### Cell classes on the final placement

Bar = 10 um. Fill, decap, tap and diode cells in gray.
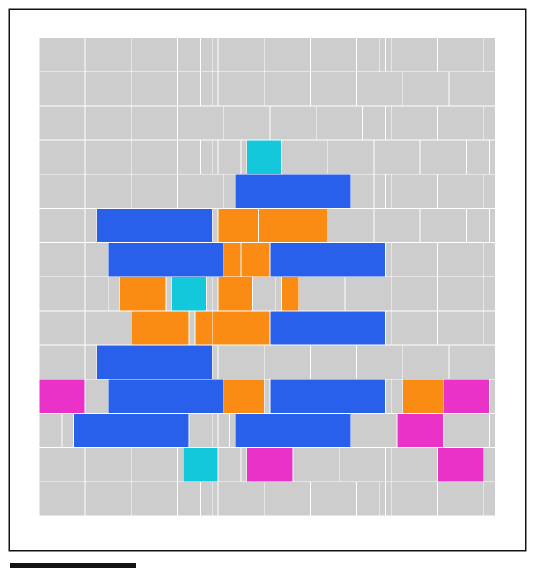
### M2 wires

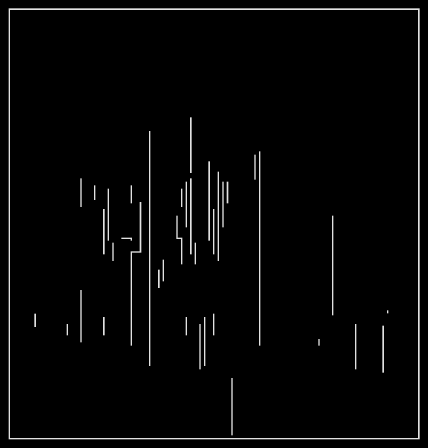
Design ce_divider_flag, sky130hd; sources not shown.
==> results.tsv <==
stage	metric	value	unit
placed_design	RD Place Congestion	0.595	
yosys	Synth Cell Area	352	um^2
power	Power, Total	199	uW
clock_tree	post_cts resized	0	
yosys	Async S/R FF share, synth	100	%
worst_setup_path	CP Launch Type	flop	
worst_setup_path	CP max FO	1	
worst_setup_path	worst-path cell chain	xor2_1 -> clkdlybuf4s50_1	
worst_setup_path	flop2flop setup slack	1.90	ns
drt	met1 wire length	228	um
timing	post-layout min period	2.40	ns
final_layout	Final Util	32.1	%
timing	period utilization	68.6	%
yosys	cell type with the largest total area	dfrtp_1	
timing	Final WS setup	1.10	ns
drt	Wirelength per Cell	9.72	um
clock_tree	TritonCTS clock tree	yes	
yosys	Syn Area/Cell	16.0	um^2
timing	Final Hold Fails	0	
yosys	Yosys Chip Area	352	um^2
clock_tree	Clock Sinks	10	
final_layout	fin nets	37	
power	pwr dens	448	nW/um^2
placed_design	Place WS	1.36	ns
timing	slew at the pin closest to its max-slew limit	0.414	ns
yosys	Top cell area share	71.2	%
timing	RSZ-0062 raised after global routing	false	
clock_tree	clock-pin slew on the worst setup and hold paths	0.06	ns
final_layout	Largest register FFs	5	
yosys	Mapped Cells	22	
worst_setup_path	Levels on crit path	2	
floorplan	FP Util	25.4	%
placed_design	detailed placer's ending HPWL	332	um
drt	antenna-violating nets left	0	
run	Max Cap Viol	0	
global_route	GRT Total Usage	6.52	%
clock_tree	total CTS buffers	3	
final_layout	Syn-to-layout area delta	26.3	%
drt	DRC viols	0	
worst_setup_path	CP max-delay cell	clkdlybuf4s50_1	
yosys	Syn Nets	27	
run	OpenROAD warning count	26	
clock_tree	H-tree depth	1	
drt	via/cell ratio	3.89	
floorplan	# IOs	6	
global_route	largest net degree at the start of global routing	11	
clock_tree	Post-CTS Hold Fix Bufs	0	
floorplan	die footprint	1760	um^2
worst_setup_path	type of the worst setup path	flop to primary output	
timing	# setup viols final	0	
final_layout	# diodes	0	
yosys	Post-synth EDFFs	0	
yosys	Primary FF master, synth	dfrtp_1	
clock_tree	# Post-CTS Setup Buffers	0	
timing	Worst slew margin	72.3	%
yosys	Synth flops	10	
power	Leak	0.000201	uW
floorplan	Die Wd	41	um
global_route	initial antenna violation count	0	
worst_setup_path	slowest stage delay, CP	0.55	ns
placed_design	Post-DP Area	422	um^2
outcome	status	completed	
clock_tree	Root Driver	clkbuf_4	
yosys	most frequent cell after synthesis	dfrtp_1	
yosys	top cells by area, synth	dfrtp_1 71%, ha_1 7.1%, xor2_1 5.0%	
global_route	first-pass GRT wire length	710	um
clock_tree	CTS Buffer Depth	2	
worst_setup_path	crit-path leading delay family	buffers and inverters	
worst_setup_path	WP buf/inv	1	
hold_path	hold path depth	0	
hold_path	worst min path class	flop to flop	
worst_setup_path	Critical Path Sink Type	primary output	
final_layout	Final Cell Area	444	um^2
yosys	count of cell types in the netlist	9	
global_route	vias in the first global route	173	
yosys	commonest cells in the netlist	10 x dfrtp_1, 3 x nor2_1, 2 x ha_1, 2 x xor2_1	
drt	uppermost routed layer	met4	
drt	Met2 Routed Length	183	um
yosys	ys cells	22	
worst_setup_path	Worst EP required	2.42	ns
final_layout	share of cells above drive strength 1	20.0	%
global_route	grt ovf	0	
timing	Fin Setup TNS	0	ns
floorplan	Die Y	43	um
power	worst vdd ir	0.000172	V
final_layout	Comb area	101	um^2
drt	first-pass iteration count of the detailed router	2	
timing	Fmax achieved	417	MHz
timing	Max Slew Vio Count	0	
clock_tree	worst skew pair latency	0.25	ns
worst_setup_path	arrival time at the worst endpoint	1.33	ns
final_layout	fillcell total	131	
placed_design	PortBufs	5	
yosys	Yosys warning count	0	
yosys	Seq/Total Area, Yosys	71.2	%
worst_setup_path	Register-to-Register Path Depth	5	
drt	met3 WL	28	um
drt	DR iter-0 viols	4	
final_layout	sequential standard cell area	250	um^2
## Picture notes: 'Cell classes on the final placement'
Key: magenta = other buffers and delay cells [cells 5, share of their area 12%]; cyan = cells driving clock nets [cells 3, share of their area 5.3%]; orange = all other logic [cells 12, share of their area 24%]; blue = flip-flops [cells 10, share of their area 59%]
fraction of area in registers: 56.3%
row count: 14
CORE AREA: 1380 um^2

## Picture notes: 'M2 wires'
32 nets have wire on it. The longest straight run is 23.5 um. The layer carries 183 um of wire.
WL final: 447 um
DR vias: 179
GRT met2 Usage: 6.88%

-- metrics by stage --
| stage | hold WS (ns) | std cells |
|---|---|---|
| after floorplan | 0.131 | 22 |
| after global placement | 0.138 | 43 |
| after detailed placement | 0.143 | 43 |
| after CTS | 0.156 | 46 |
| after global routing | 0.170 | 46 |
| final | 0.154 | 46 |
-- layer usage --
| layer | global-route usage, % | vias to the layer above |
|---|---|---|
| li1 | - | 88 |
| met1 | 9.12 | 84 |
| met2 | 6.88 | 5 |
| met3 | 1.57 | 2 |
| met4 | 8.00 | 0 |
| met5 | 0 | - |
-- cell usage in the layout, fill, tap and decap left out --
cell type / Yosys / layout
xnor2_1: 1 / 1
nand3_2: 1 / 1
nor2b_1: 1 / 1
ha_1: 2 / 2
clkdlybuf4s50_1: 0 / 5
nor2_1: 3 / 3
mux2_4: 1 / 1
dfrtp_1: 10 / 10
xor2_1: 2 / 2
and3_2: 1 / 1
clkbuf_4: 0 / 3
-- power by group --
group          internal [uW]  total, uW  switching, uW
clock network           39.4       73.2           33.7
registers                117        118          0.775
logic                   4.33       7.67           3.35
-- cell type report --
type | instances | share of cell area, %
Multi-Input combinational cell | 12 | 22.8
Clock buffer | 3 | 5.07
Timing Repair Buffer | 5 | 11.3
Tap cell | 16 | 4.51
Sequential cell | 10 | 56.3
-- cells by family after synthesis --
family | Yosys count | share of synthesized area [%]
fa+ha+maj | 2 | 7.12
mux | 1 | 4.27
xor+xnor | 3 | 7.47
simple gates | 6 | 9.97
flops | 10 | 71.2
No activity file was given, so power comes from the tool's default toggle rates.
